--- src/rtl/gen_step_scheduler.sv ---
// Generation pacing: programmable period, run/pause/single-step, req/ack to engine.
// Optional GEN_LIMIT_EN adds gen_limit/halted to stop after a set generation count.
module gen_step_scheduler #(
  parameter int unsigned     N          = 22,
  parameter logic [N-1:0]    DEF_PERIOD = 22'd4194303,
  parameter int unsigned     GW         = 16
) (
  input  logic          clk_in,
  input  logic          rstn,
  input  logic          run,
  input  logic          step,
  input  logic          cfg_we,
  input  logic [N-1:0]  cfg_period,
  output logic          step_req,
  input  logic          step_ack,
  output logic          busy,
`ifdef GEN_LIMIT_EN
  input  logic [GW-1:0] gen_limit,
  output logic          halted,
`endif
  output logic [GW-1:0] gen_count
);

  typedef enum logic [1:0] {
    IDLE  = 2'd0,
    COUNT = 2'd1,
    REQ   = 2'd2
  } state_t;

  localparam logic [N-1:0]  ONE_N  = N'(1);
  localparam logic [GW-1:0] ONE_GW = GW'(1);

  state_t        state_q, state_d;
  logic [N-1:0]  cnt_q, cnt_d;
  logic [N-1:0]  period_q, period_d;
  logic [GW-1:0] gen_q, gen_d;
  logic          req_q, req_d;
  logic          busy_q, busy_d;
  logic          halted_q, halted_d;
  logic          run_ok;

`ifdef GEN_LIMIT_EN
  // A halted scheduler ignores run until run is seen low once.
  assign run_ok = run & ~halted_q;
`else
  assign run_ok = run;
`endif

  always_comb begin
    state_d  = state_q;
    cnt_d    = cnt_q;
    gen_d    = gen_q;
    halted_d = halted_q;
    period_d = period_q;
`ifdef GEN_LIMIT_EN
    if (!run) halted_d = 1'b0;
`endif
    unique case (state_q)
      IDLE: begin
        if (run_ok) begin
          state_d = COUNT;
          cnt_d   = '0;
        end else if (step) begin
          state_d = REQ;
        end
      end
      COUNT: begin
        if (!run) begin
          state_d = IDLE;
          cnt_d   = '0;
        end else if (cnt_q == period_q - ONE_N) begin
          state_d = REQ;
          cnt_d   = '0;
        end else begin
          cnt_d = cnt_q + ONE_N;
        end
      end
      REQ: begin
        // Counter is frozen here, so the period runs ack-to-request.
        if (step_ack) begin
          gen_d   = gen_q + ONE_GW;
          cnt_d   = '0;
          state_d = run_ok ? COUNT : IDLE;
`ifdef GEN_LIMIT_EN
          if ((gen_limit != '0) && (gen_d == gen_limit)) begin
            state_d  = IDLE;
            halted_d = 1'b1;
          end
`endif
        end
      end
      default: begin
        state_d = IDLE;
        cnt_d   = '0;
      end
    endcase
    if (cfg_we) begin
      cnt_d    = '0;
      period_d = (cfg_period == '0) ? ONE_N : cfg_period;
    end
    req_d  = (state_d == REQ);
    busy_d = (state_d != IDLE);
  end

  always_ff @(posedge clk_in) begin
    if (!rstn) begin
      state_q  <= IDLE;
      cnt_q    <= '0;
      period_q <= DEF_PERIOD;
      gen_q    <= '0;
      req_q    <= 1'b0;
      busy_q   <= 1'b0;
      halted_q <= 1'b0;
    end else begin
      state_q  <= state_d;
      cnt_q    <= cnt_d;
      period_q <= period_d;
      gen_q    <= gen_d;
      req_q    <= req_d;
      busy_q   <= busy_d;
      halted_q <= halted_d;
    end
  end

  assign step_req  = req_q;
  assign busy      = busy_q;
  assign gen_count = gen_q;
`ifdef GEN_LIMIT_EN
  assign halted    = halted_q;
`else
  logic unused_halted;
  assign unused_halted = halted_q ^ halted_d;
`endif

endmodule

--- config.mk ---
export PLATFORM = sky130hd
export DESIGN_NAME = gen_step_scheduler
export DESIGN_NICKNAME = d
export VERILOG_FILES = /design/src/rtl/gen_step_scheduler.sv
export SDC_FILE = /design/constraint.sdc
export NUM_CORES = 1
export LEC_CHECK = 0
export ABC_CLOCK_PERIOD_IN_PS = 2700
export CAP_MARGIN = 20
export CORE_MARGIN = 2
export CORE_UTILIZATION = 47
export CTS_BUF_LIST = sky130_fd_sc_hd__clkbuf_2 sky130_fd_sc_hd__clkbuf_4 sky130_fd_sc_hd__clkbuf_8
export CTS_CLUSTER_DIAMETER = 80
export DETAILED_ROUTE_END_ITERATION = 12
export GPL_TIMING_DRIVEN = 0
export PLACE_DENSITY = 0.69
export REMOVE_ABC_BUFFERS = 1
export SYNTH_ARGS = -nofsm -noshare
export SYNTH_HDL_FRONTEND = slang
export SYNTH_SLANG_ARGS = --single-unit
--- constraint.sdc ---
create_clock -name clk_in -period 2.7 [get_ports clk_in]
set_input_delay 0.81 -clock clk_in [delete_from_list [all_inputs] [get_ports clk_in]]
set_output_delay 0.81 -clock clk_in [all_outputs]
set_load 0.02 [all_outputs]
Figure 1. Metal layers overlaid (run 1).
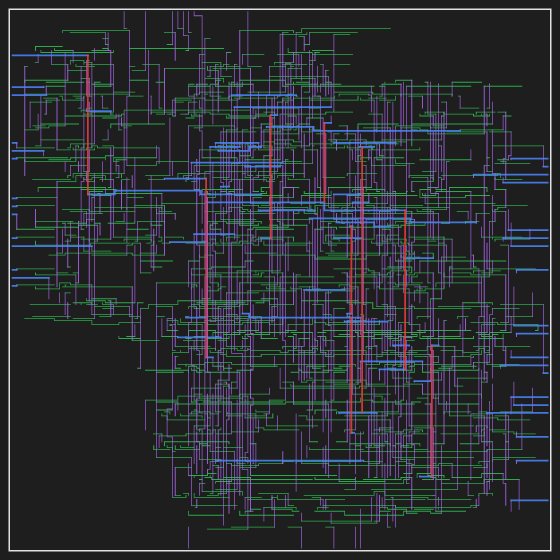
| color | layer | wire length |
|---|---|---|
| blue | M3 | 555 microns |
| red | M4 | 219 microns |
| green | M1 | 4,340 microns |
| purple | M2 | 4,500 microns |

Figure 2. Placed cells, one color a class (run 1).
Scale bar: 20 microns. Fill, decap, tap and diode cells in gray.
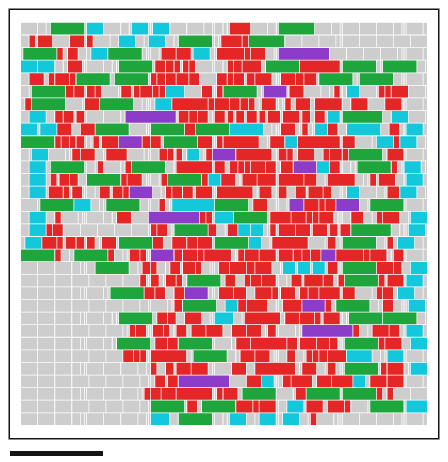
| color | class | cells | share of their area |
|---|---|---|---|
| purple | clock drivers and dummy loads | 16 | 6.1% |
| cyan | remaining buffers and delay cells | 69 | 14% |
| red | remaining logic cells | 352 | 53% |
| green | registers | 64 | 27% |

Figure 3. Met1 routing (run 1).
Supply wires on this layer in gray.
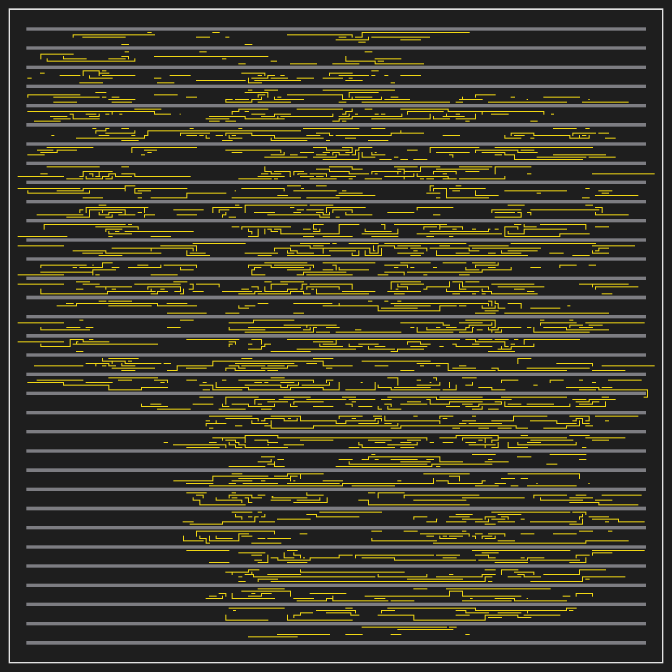
share of all routed wire: 45%
nets with wire on the layer: 481
main direction: horizontal

Figure 4. Wiring heat map (run 1).
The die is cut into 18 by 18 equal tiles; black is low, pale yellow is high, scaled to the fullest tile. Values are wire area over tile area, all layers added.
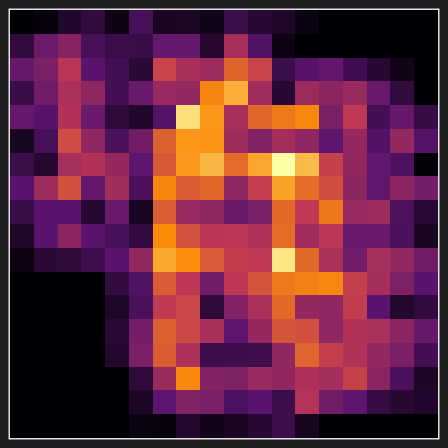
fullest tile: 0.60
densest ninth of the die: middle
emptiest ninth of the die: bottom left
mean over tiles: 0.18

==> changes_impl.md, run 1 <==
## Implementation

- Cell row count: 32
- FF-to-FF End: cnt_q[18]
- Fmax: 376 MHz
- Worst-Margin Slew: 0.609 ns
- Well tap count: 102
- Post-DP Area: 4170 sq um
- Setup WS post-layout: 0.0372 ns
- Final Core Density: 64.5%
- Clk network pwr share: 49.7%
- First-pass GRT wire length: 15.6 mm
- CP required: 2.91 ns
- Largest class: logic gates
- Seq area share: 26.2%
- CTS tree: done
- Initial antenna violation count: 0
- Status: finished clean
- Clock tree cell share of total cell area: 5.91%
- Critical path buffers and inverters: 3
- RR Startpoint: period_q[1]
- CP max stage cell: nor4_2
- Yosys adder share: 1.02%
- Skew final: 0.0138 ns
- HPWL Detailed: 6.04 mm
- Number of OpenROAD warnings: 26
- Aoi share: 14.5%
- Synth Cell Area: 3680 sq um
- Global-route layer with the greatest usage: met2
- Max FO, Critical Path: 7
- HP Class: reg -> reg
- Crit Path Category: reg -> reg
- Critical path arrival: 2.88 ns
- Unique masters post-synth: 61
- Non-clock buffering overhead: 14.1%
- Static leakage: 0.00189 uW
- P_int: 1880 uW
- Die height: 92.4 microns
- Non-clk invs: 12
- Seq_cells: 64
- Yosys top cell area share: 34.9%
- Non-Filler Instances: 603
- Layout Nets: 527
- MaxCap Viol Count: 0
- M2 GR Usage: 36.4%
- Met1 WL: 4.34 mm
- Core area: 7650 sq um
- Flop area: 1290 sq um
- Detailed-route via count: 3,495
- Switching power: 555 uW
- Mean area per synthesized cell: 8.43 sq um
- Drc violations: 0
- Top cells, area: dfxtp_1, mux2i_1, xnor2_1, nand2_1, xor2_1
- Total global routing overflow: 0
- Simple-gate area share of the yosys netlist: 28.8%
- Post-route ant nets: 0
- Clk power: 1210 uW
- Post-Synthesis Cells: 436
- Post-CTS Repair Setup Buffers: 12
- Pwr Total: 2430 uW
- Fraction of area in multi-input gates: 50.1%
- Post-synth mux share: 6.54%
- Setup Total Neg Slack: 0 ns
- RSZ-0062 raised after global routing: true
- Nonclk buf count: 69
- Combinational share of power: 8.7%
- Synth area leader: dfxtp_1
- # Cells Yosys: 436
- Final WL: 9.62 mm
- Hold Crit Start: period_q[21]
- Post-synth top flop: dfxtp_1
- Final Max-Slew Violation Tally: 0
- Avg WL per Cell: 15.9 microns
- CP endpoint kind: flip-flop
- Ys flops: 64
- H-tree levels: 3
- Die X: 92.4 microns
- Dominant logic cell type in the layout: dfxtp_1
- Met1 global-route usage: 29.6%
Figure 5. Placed standard cells (run 1).
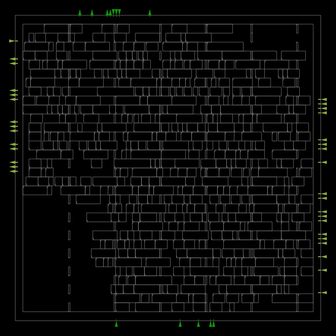

--- run 2 (diff from run 1) ---
--- a/config.mk
+++ b/config.mk
@@ -5,6 +5,7 @@
 export SDC_FILE = /design/constraint.sdc
 export NUM_CORES = 1
 export LEC_CHECK = 0
+export ABC_AREA = 1
 export ABC_CLOCK_PERIOD_IN_PS = 2700
 export CAP_MARGIN = 20
 export CORE_MARGIN = 2
Figure 6. Placed standard cells (run 2).
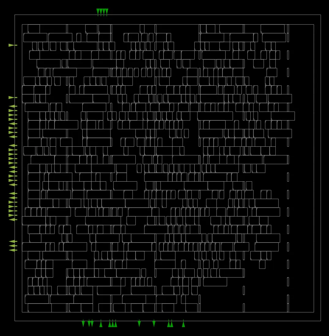
core area: 8180 sq um
seq_cells: 64

Figure 7. Metal layers overlaid (run 2).
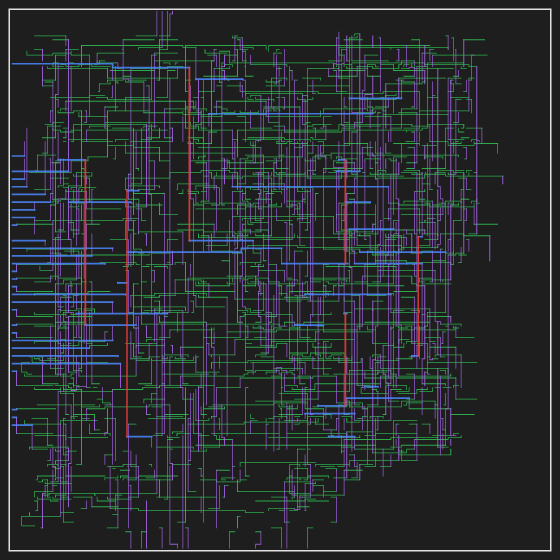
| color | layer | wire length |
|---|---|---|
| purple | M2 | 4,500 microns |
| green | M1 | 4,220 microns |
| red | M4 | 159 microns |
| blue | M3 | 512 microns |

==> changes_impl.md, run 2 <==
## Implementation

- Status: finished clean
- Synth area leader: dfxtp_1
- Non-clock buffering overhead: 9.65% (-4.5 points)
- Nonclk buf count: 45 (-35%)
- Post-synth mux share: 0% (-6.5 points)
- H-tree levels: 3 (unchanged)
- Post-Synthesis Cells: 588 (+35%)
- Clk power: 948 uW (-22%)
- Final WL: 9.39 mm (-2.3%)
- DIE AREA: 9130 sq um
- Cts repair resizes: 3
- Flop pwr share: 46.2%
- # Cells Yosys: 588 (+35%)
- First-pass GRT wire length: 15.9 mm (+2.1%)
- Setup Total Neg Slack: 0 ns (unchanged)
- Fraction of area in multi-input gates: 49.6% (-0.50 points)
- Switching power: 561 uW (+1.0%)
- Yosys top cell area share: 32.5% (-2.3 points)
- Aoi share: 10.7% (-3.8 points)
- Yosys adder share: 0.953% (-0.068 points)
- Max FO, Critical Path: 26 (+19)
- RSZ-0062 raised after global routing: false
- Final Core Density: 57.2% (-7.2 points)
- Well tap count: 105 (+2.9%)
- Critical path arrival: 2.75 ns (-0.13 ns)
- Worst-Margin Slew: 0.756 ns (+0.147 ns)
- Synth Cell Area: 3940 sq um (+7.1%)
- CTS tree: done
- Flop area: 1280 sq um (-0.78%)
- CP endpoint kind: flip-flop
- FF-to-FF End: busy
- Cell row count: 33 (+3.1%)
- Setup WS post-layout: 0.183 ns (+0.146 ns)
- Mean area per synthesized cell: 6.70 sq um (-21%)
- Layout Nets: 655 (+24%)
- P_int: 1620 uW (-14%)
- Total global routing overflow: 0 (unchanged)
- M3 GR Usage: 4.98%
- RR Startpoint: period_q[0]
- Non-clk invs: 68 (+56)
- Number of OpenROAD warnings: 25 (-3.8%)
- M2 GR Usage: 37.1% (+0.69 points)
- Initial antenna violation count: 0 (unchanged)
- Fmax: 397 MHz (+5.8%)
- MaxCap Viol Count: 0 (unchanged)
- Post-CTS Repair Setup Buffers: 0 (-12)
- Dominant logic cell type in the layout: nand2_1
- Die X: 95.5 microns (+3.3%)
- Met1 global-route usage: 27.5% (-2.1 points)
- Largest class: logic gates
- CP required: 2.94 ns (+0.03 ns)
- Critical path buffers and inverters: 3 (unchanged)
- Clk network pwr share: 43.6% (-6.1 points)
- Delay-heaviest family, CP: buffers and inverters
- Top cells, area: dfxtp_1, nand2_1, inv_1, nor2_1, xor2_1
- HPWL Detailed: 7.07 mm (+17%)
- Simple-gate area share of the yosys netlist: 39.0% (+10 points)
- Post-route ant nets: 0 (unchanged)
- Non-Filler Instances: 734 (+22%)
- Count leader, synth: nand2_1
- Die height: 95.5 microns (+3.3%)
- HP Class: reg -> reg
- Final Max-Slew Violation Tally: 0 (unchanged)
- Skew final: 0.00864 ns (-0.00518 ns)
- Combinational share of power: 10.2% (+1.5 points)
- Clock tree cell share of total cell area: 4.92% (-0.99 points)
- Static leakage: 0.00182 uW (-3.9%)
- Detailed-route via count: 3,786 (+8.3%)
- Hold Crit Start: gen_count[1]
- Ys flops: 64 (unchanged)
- Pwr Total: 2180 uW (-11%)
- CP max stage cell: clkdlybuf4s15_2
Figure 8. Met1 routing (run 2).
Supply wires on this layer in gray.
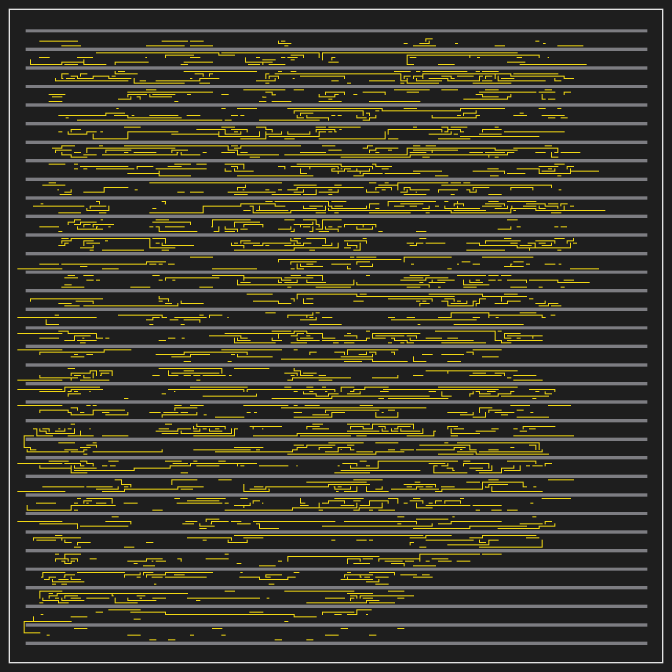

--- run 3 (diff from run 2) ---
--- a/config.mk
+++ b/config.mk
@@ -14,8 +14,9 @@
 export CTS_CLUSTER_DIAMETER = 80
 export DETAILED_ROUTE_END_ITERATION = 12
 export GPL_TIMING_DRIVEN = 0
-export PLACE_DENSITY = 0.69
+export PLACE_DENSITY = 0.73
 export REMOVE_ABC_BUFFERS = 1
+export SLEW_MARGIN = 25
 export SYNTH_ARGS = -nofsm -noshare
 export SYNTH_HDL_FRONTEND = slang
 export SYNTH_SLANG_ARGS = --single-unit
Figure 9. Met1 routing (run 3).
Supply wires on this layer in gray.
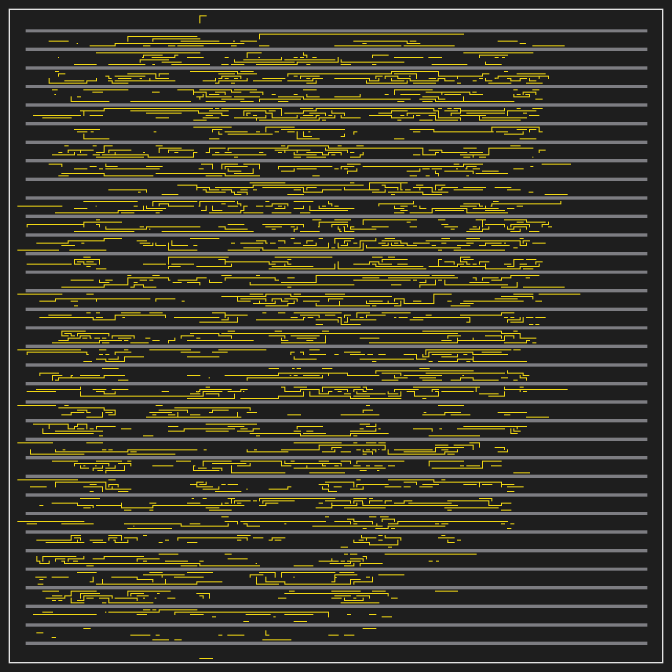
main direction: horizontal
longest straight run: 34.5 microns
wire length on this layer: 4,270 microns
nets with wire on the layer: 620

==> changes_impl.md, run 3 <==
## Implementation

- Status: finished clean
- Flop area: 1280 sq um (unchanged)
- Layout Nets: 657 (+0.31%)
- Post-Synthesis Cells: 588 (unchanged)
- Nonclk buf count: 47 (+4.4%)
- RSZ-0062 raised after global routing: false
- FF-to-FF End: state_q[0]
- Cell row count: 33 (unchanged)
- Flop pwr share: 46.4% (+0.2 points)
- Initial antenna violation count: 0 (unchanged)
- Clock tree cell share of total cell area: 4.90% (-0.020 points)
- Synth warn: 0
- M2 GR Usage: 35.1% (-1.9 points)
- M3 GR Usage: 4.90% (-0.079 points)
- H-tree levels: 3 (unchanged)
- Final setup viols: 0
- Die height: 95.5 microns (unchanged)
- Post-DP Area: 4420 sq um
- # clk buffers: 10
- # Cells Yosys: 588 (unchanged)
- Non-clock buffering overhead: 9.93% (+0.28 points)
- Met1 global-route usage: 28.5% (+0.97 points)
- Delay-heaviest family, CP: buffers and inverters
- Clock slew at reported path FFs: 0.08 ns
- Count leader, synth: nand2_1
- Worst ir drop on vdd: 0.317 mV
- Ant. Diodes: 0
- Synth Cell Area: 3940 sq um (unchanged)
- PD cells: 462 nW/um^2
- Sw frac: 25.4%
- HP Class: reg -> reg
- Comb pwr: 225 uW
- Detail Route met3 WL: 438 microns
- MaxCap Viol Count: 0 (unchanged)
- Main logic family: simple AND/OR/NAND/NOR gates
- Top cells, area: dfxtp_1, nand2_1, inv_1, nor2_1, xor2_1
- CP Cell Sequence: clkdlybuf4s50_1 > nor2_2 > clkinvlp_4 > o22a_1
- Drc violations: 0
- Pwr Total: 2170 uW (-0.36%)
- Share of layout cells above drive strength 1: 9.67%
- Comb_multi_in: 436
- Global-route layer with the greatest usage: met2
- DIE AREA: 9130 sq um (unchanged)
- Post-route ant nets: 0 (unchanged)
- CP required: 2.93 ns (about the same)
- Clk power: 938 uW (-1%)
- EDFF count, synth: 0
- Yosys stat area: 3940 sq um
- Top cells by count: nand2_1, dfxtp_1, inv_1
- Yosys top cell area share: 32.5% (unchanged)
- Worst-Margin Slew: 0.725 ns (-0.0317 ns)
- DRC marker count from the first detailed-route iteration: 154
- Cts repair resizes: 3 (unchanged)
- TritonRoute pass-1 iters: 4
- Post-synth top flop: dfxtp_1
- Wire length on met2: 4.33 mm
- Sequential Power: 1010 uW
- Hold Crit Start: gen_count[1]
- Switching power: 551 uW (-1.8%)
- Pin count of the biggest net entering global routing: 27
- Critical path buffers and inverters: 2 (-1)
- CTS tree: done
- Longest Clk Path Bufs: 2
- Critical path arrival: 2.66 ns (-0.09 ns)
- Logic area: 2320 sq um
- HPWL Detailed: 6.96 mm (-1.5%)
- Unique masters post-synth: 43
- Placer congestion estimate: 0.884
- Post-CTS Repair Setup Buffers: 0 (unchanged)
- Aoi share: 10.7% (unchanged)
- Hold depth: 2
- Synth area leader: dfxtp_1
- Via count of the first global-routing pass: 3,547
- Die X: 95.5 microns (unchanged)
- Post-synth seq share: 32.5%
- Critical Path End: period_q[21]
- CP max stage cell: clkdlybuf4s50_1
- Dominant logic cell type in the layout: nand2_1
- Post-CTS Hold Buffers: 0
- Final WL: 9.21 mm (-1.9%)
- Skew final: 0.0110 ns (+0.00239 ns)
- CP endpoint kind: flip-flop
- Sink Count: 64
- Setup Total Neg Slack: 0 ns (unchanged)
- Initial Utilization: 48.2%
- Clk network pwr share: 43.3% (-0.3 points)
- Max FO, Critical Path: 17 (-35%)
- Pre-CTS setup slack: -0.965 ns
- Detailed-route via count: 3,766 (-0.53%)
- Placed Instances: 717
- Met1 WL: 4.27 mm
- Crit-path max cell delay: 0.71 ns
- Mean area per synthesized cell: 6.70 sq um (unchanged)
- FF-to-FF setup slack: 0.44 ns
- Clk Latency, worst-skew pair: 0.34 ns
- Final Max-Slew Violation Tally: 0 (unchanged)
- Non-clk invs: 68 (unchanged)
- Hold Vio Cnt, Final: 0
- Post-synth mux share: 0% (unchanged)
- Crit Path Category: in -> reg
- Crit start category: primary input
- Most numerous logic cells after layout: nand2_1, dfxtp_1, inv_1
- First-pass GRT wire length: 15.9 mm (about the same)
- Setup WS post-layout: 0.264 ns (+0.0808 ns)
- P_int: 1620 uW (+0.13%)
- Yosys adder share: 0.953% (unchanged)
- Fmax: 411 MHz (+3.3%)
- Ys flops: 64 (unchanged)
- Top routing layer in use: met4
- Seq_cells: 64 (unchanged)
- Largest class: logic gates
- Simple-gate area share of the yosys netlist: 39.0% (unchanged)
- Total global routing overflow: 0 (unchanged)
- Fraction of area in multi-input gates: 49.4% (-0.20 points)
- Static leakage: 0.00183 uW (+0.24%)
- Core area: 8180 sq um (unchanged)
- CP Depth: 4
- WHS Endpoint: gen_count[1]
- RR Startpoint: period_q[0]
- Worst hold slack: 0.495 ns
- Combinational share of power: 10.4% (+0.2 points)
- Number of OpenROAD warnings: 25 (unchanged)
Figure 10. Placed standard cells (run 3).
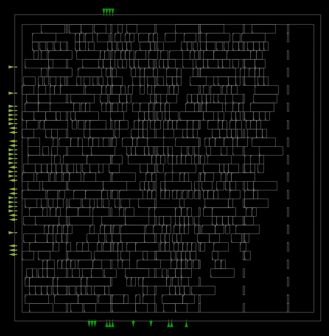
FILL cells: 775
Non-Filler Instances: 736
Final Core Density: 57.5%
well tap count: 105
Seq area share: 27.3%

Power figures rest on the tool's default switching activity, not on a simulated workload.
